==> run_1/met1.png <==
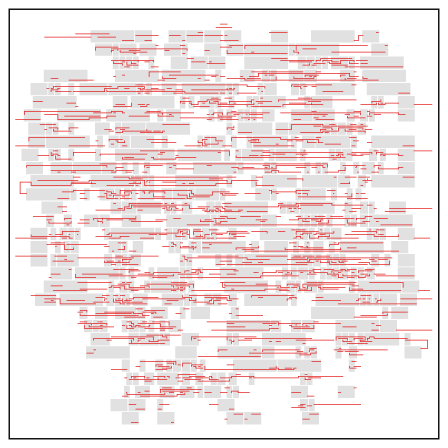
==> run_1/met2.png <==
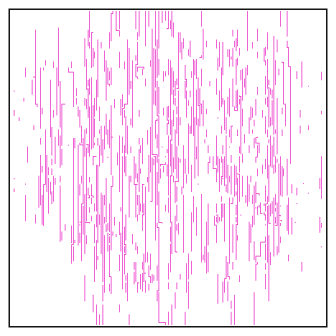
==> run_1/met3.png <==
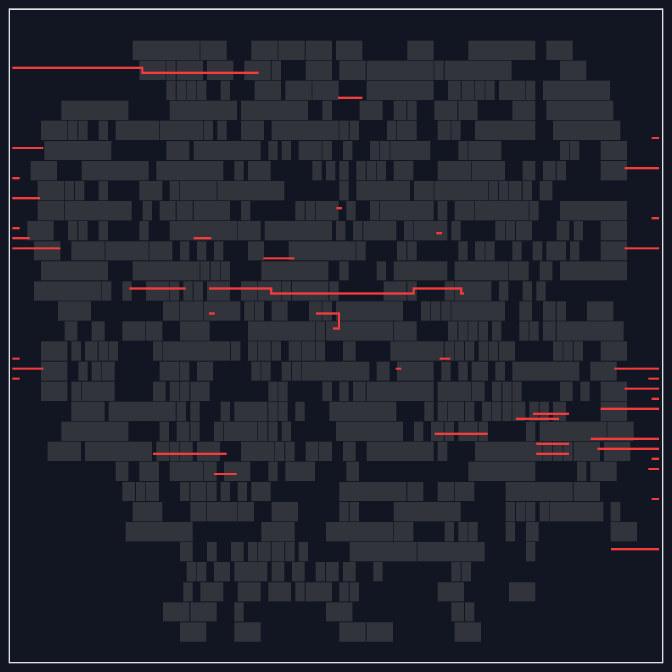
Design truth_table_sweeper, sky130hd; sources not shown.
==> results.toml, run 1 <==
# synthesis and place-and-route metrics
[logic_synthesis]
async_flop_share_pct = 100
topCellsByArea = "dfrtp_1 (40%), nand2_1 (14%), inv_1 (6.7%)"
yosys_area_um2 = 3210
yosysWarnings = 0
syn_inst = 401

[final_layout]
flop_area_um2 = 1280
final_layout_size_suffix_gt1_share_pct = 11.8
design_area_um2 = 4020
n_fill_cell = 643
n_antenna_cell = 0
area_growth_pct = 25.3
layout.nets = 511

[clocking]
postCtsSetupBuffers = 0
ctsHoldBuffers = 0
clk_latency_ns = 0.30

[detailed_routing]
first_iter_violations = 123
wl_per_cell_um = 12.8
post_drt_via_cell_ratio = 4.89
drt_first_pass_iters = 4

[floorplan]
n_tap_cell = 96
chipWidth_um = 88.4

[setup_path]
critPathSlowestCell = "fa_1"
worst_setup_path_start_kind = "flop"
path_depth = 16
rrSetupSlack_ns = 0.25
ff2ff_path_depth = 16
worstPathArrival_ns = 4.25
setup.worst_path.class = "flop to flop"

[global_routing]
grt_pass1_wl_um = 11800
grt_max_degree = 39

[final_timing]
maxSlewHeadroom_pct = 55.5
setup_viol = 0
rsz0062_at_grt = "false"
hold_viol = 0
fin_crit_ns = 4.05
worst_pin_slew_ns = 0.665

[outcome]
status = "completed"

[flow_run]
warnings = 34
drv_cap = 0
## Picture notes: met1.png
- share of all routed wire: 47%
- main direction: horizontal
- wire length on this layer: 3390 um
- nets with wire on the layer: 464
- longest straight run: 46.9 um
met1 global-route usage: 26.0%
DR vias: 2744
Post-Route WL: 7190 um

## Picture notes: met2.png
- nets with wire on the layer: 436
- longest straight run: 37.1 um
- main direction: vertical
- share of all routed wire: 49%
routing usage on met2: 32.7%

## Picture notes: met3.png
- wire length on this layer: 210 um
- share of all routed wire: 2.9%
- longest straight run: 19.3 um
- main direction: horizontal
- nets with wire on the layer: 37
met3 Use GR: 2.89%

-- run 1: cell usage in the layout (no fill, tap or decap), types with 2 or more instances in the layout --
master	Yosys	routed
clkbuf_1	6	6
ha_1	16	15
o31ai_1	6	6
buf_4	1	3
nand2_1	120	120
o21ai_2	8	8
nand2_4	2	2
o21ai_0	22	22
nand3_1	14	14
o21ai_1	4	4
a22o_1	2	2
dfrtp_1	51	51
xor2_1	4	4
buf_6	2	2
nor2_1	27	27
o211ai_1	2	2
inv_2	3	4
nor3_1	3	3
clkdlybuf4s50_1	0	53
nand2_2	13	13
nand3_2	2	2
xnor2_1	8	5
nor2_2	2	2
inv_1	57	56
fa_1	9	8
clkbuf_8	0	6
a21oi_1	7	7
xnor2_2	0	3
-- run 1: layer usage --
layer  global-route usage [%]  share of wire, %  wire length [um]
met1                     26.0                47              3390
met3                     2.89               2.9               209
met2                     32.7                49              3510
met4                     5.10               1.1                78
met5                        0                 0                 0
-- run 1: cell usage after synthesis (3+ instances only) --
| master | instances |
|---|---|
| a21oi_1 | 7 |
| o21ai_2 | 8 |
| o31ai_1 | 6 |
| nor2_1 | 27 |
| clkbuf_1 | 6 |
| inv_1 | 57 |
| nor3_1 | 3 |
| xnor2_1 | 8 |
| fa_1 | 9 |
| nand2_2 | 13 |
| dfrtp_1 | 51 |
| inv_2 | 3 |
| ha_1 | 16 |
| o21ai_1 | 4 |
| nand3_1 | 14 |
| o21ai_0 | 22 |
| xor2_1 | 4 |
| nand2_1 | 120 |
-- run 1: cell families (layout without fill, tap and decap cells) --
group                      count (synthesis)  after routing  synth area share (%)
AOI/OAI and AO/OA                         58             58                  11.5
xor gates and xnor gates                  12             12                  3.28
and+or+nand+nor                          184            184                  24.5
buffers and inverters                     71            135                  9.01
adders and majority gates                 25             25                  11.9
DFF                                       51             51                  39.8
==> inputs of run 2 (changes only) <==
==> constraint.sdc (replaced) <==
create_clock -name clk -period 4.3 [get_ports clk]
set_input_delay 0.645 -clock clk [delete_from_list [all_inputs] [get_ports clk]]
set_output_delay 0.645 -clock clk [all_outputs]
set_load 0.02 [all_outputs]
==> run_2/met3.png <==
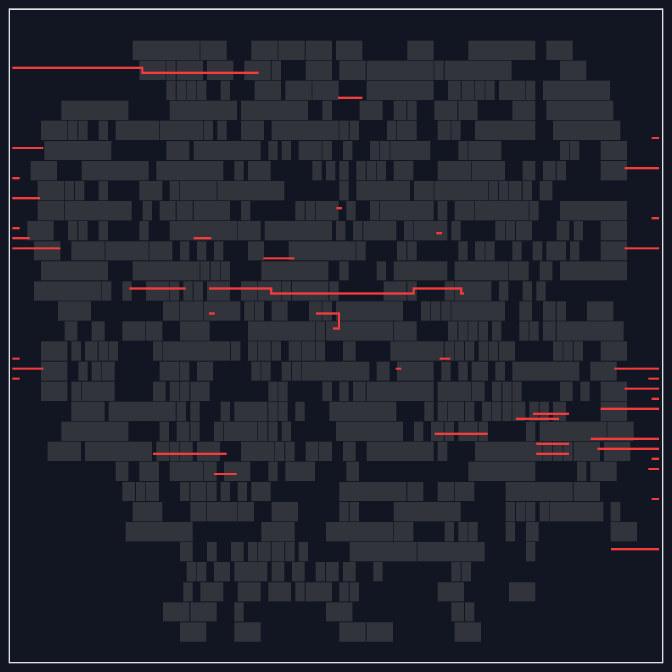
- longest straight run: 19.3 um
- nets with wire on the layer: 37
- main direction: horizontal

==> run_2/met1.png <==
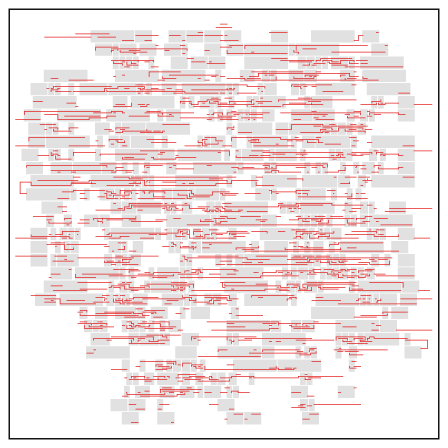
- main direction: horizontal
- wire length on this layer: 3390 um
- share of all routed wire: 47%

==> run 2 against run 1 <==
First-iteration DRC count is the same. Synthesized area is the same. Critical path depth is the same. Fmax is the same. Final area is the same. Cell count is the same. Worst setup slack is the same. Wire length is the same. Largest cell class unchanged.
==> results.toml, run 2 <==
# synthesis and place-and-route metrics
[floorplan]
core_area_um2 = 6830
chipWidth_um = 88.4

[logic_synthesis]
yosysWarnings = 0
ys_ff = 51
yosys_area_um2 = 3210
topCellsByArea = "dfrtp_1 (40%), nand2_1 (14%), inv_1 (6.7%)"
synth_top_cell_by_count = "nand2_1"
syn_inst = 401

[global_routing]
met3_usage_pct = 2.89
use_met1_pct = 26.0
grt_max_degree = 39
grt_pass1_wl_um = 11800

[detailed_routing]
totalWireLength_um = 7190
vias = 2744
wl_met2_um = 3510
first_iter_violations = 123
dr.max_layer_used = "met4"
wl_per_cell_um = 12.8
dr_wl_met3_um = 209
post_drt_via_cell_ratio = 4.89

[final_layout]
design_area_um2 = 4020
layout.nets = 511
area_growth_pct = 25.3
n_antenna_cell = 0
final_common_cell = "nand2_1"
lay_top_cells = "nand2_1 (120), inv_1 (56), clkdlybuf4s50_1 (53), dfrtp_1 (51), nor2_1 (27)"
final_layout_size_suffix_gt1_share_pct = 11.8

[setup_path]
ff2ff_path_depth = 16
rrSetupSlack_ns = 0.25
worstPathArrival_ns = 4.25
setup.worst_path.class = "flop to flop"
worst_setup_path_start_kind = "flop"

[final_timing]
hold_viol = 0
setup_viol = 0
fin_crit_ns = 4.05
maxSlewHeadroom_pct = 55.5
rsz0062_at_grt = "false"

[flow_run]
warnings = 34
drv_cap = 0

[clocking]
ctsHoldBuffers = 0
clk_latency_ns = 0.30
cts_inserted_buffers = 5

[outcome]
status = "completed"
## run 2: cell counts after synthesis
No cell type changed its count.
## run 2: timing repair
item                       CTS  global route
gates resized                1             4
setup endpoints to repair    1             2
pin swaps                    0             1
buffers inserted             0             2
## run 2: cell families (layout without fill, tap and decap cells)
| group | after synthesis | in the layout | share of synthesized area [%] |
|---|---|---|---|
| and+or+nand+nor | 184 | 184 | 24.5 |
| xor gates and xnor gates | 12 | 12 | 3.28 |
| adders and majority gates | 25 | 25 | 11.9 |
| AOI/OAI and AO/OA | 58 | 58 | 11.5 |
| buffers and inverters | 71 | 135 | 9.01 |
| DFF | 51 | 51 | 39.8 |
## run 2: layout make-up
type / instances / area [um2]
fill: 643 / 2810
timing repair buffer: 56 / 566
clock buffer: 6 / 82.6
inverter: 62 / 236
multi-input combinational: 279 / 1670
tap: 96 / 120
clock inverter: 2 / 16.3
buffer: 9 / 52.6
sequential: 51 / 1280
## run 2: worst max-delay path, stage by stage (launching register included)
cell and delay, ns:
dfrtp_1 0.42, xnor2_2 0.26, inv_1 0.09, fa_1 0.51, inv_1 0.05, fa_1 0.53
inv_1 0.05, fa_1 0.53, inv_1 0.05, fa_1 0.53, inv_1 0.05, ha_2 0.20
fa_2 0.34, nand2_1 0.08, inv_1 0.04, o211ai_1 0.15, nand2_1 0.06
## run 2: through the flow
| step | worst slack, ns | utilization, % |
|---|---|---|
| floorplan | 0.215 | - |
| global placement | 0.0829 | 56.5 |
| detailed placement | 0.0102 | 56.8 |
| CTS | 0.103 | 58.3 |
| global route | 0.0452 | 58.8 |
| finish | 0.248 | 58.8 |
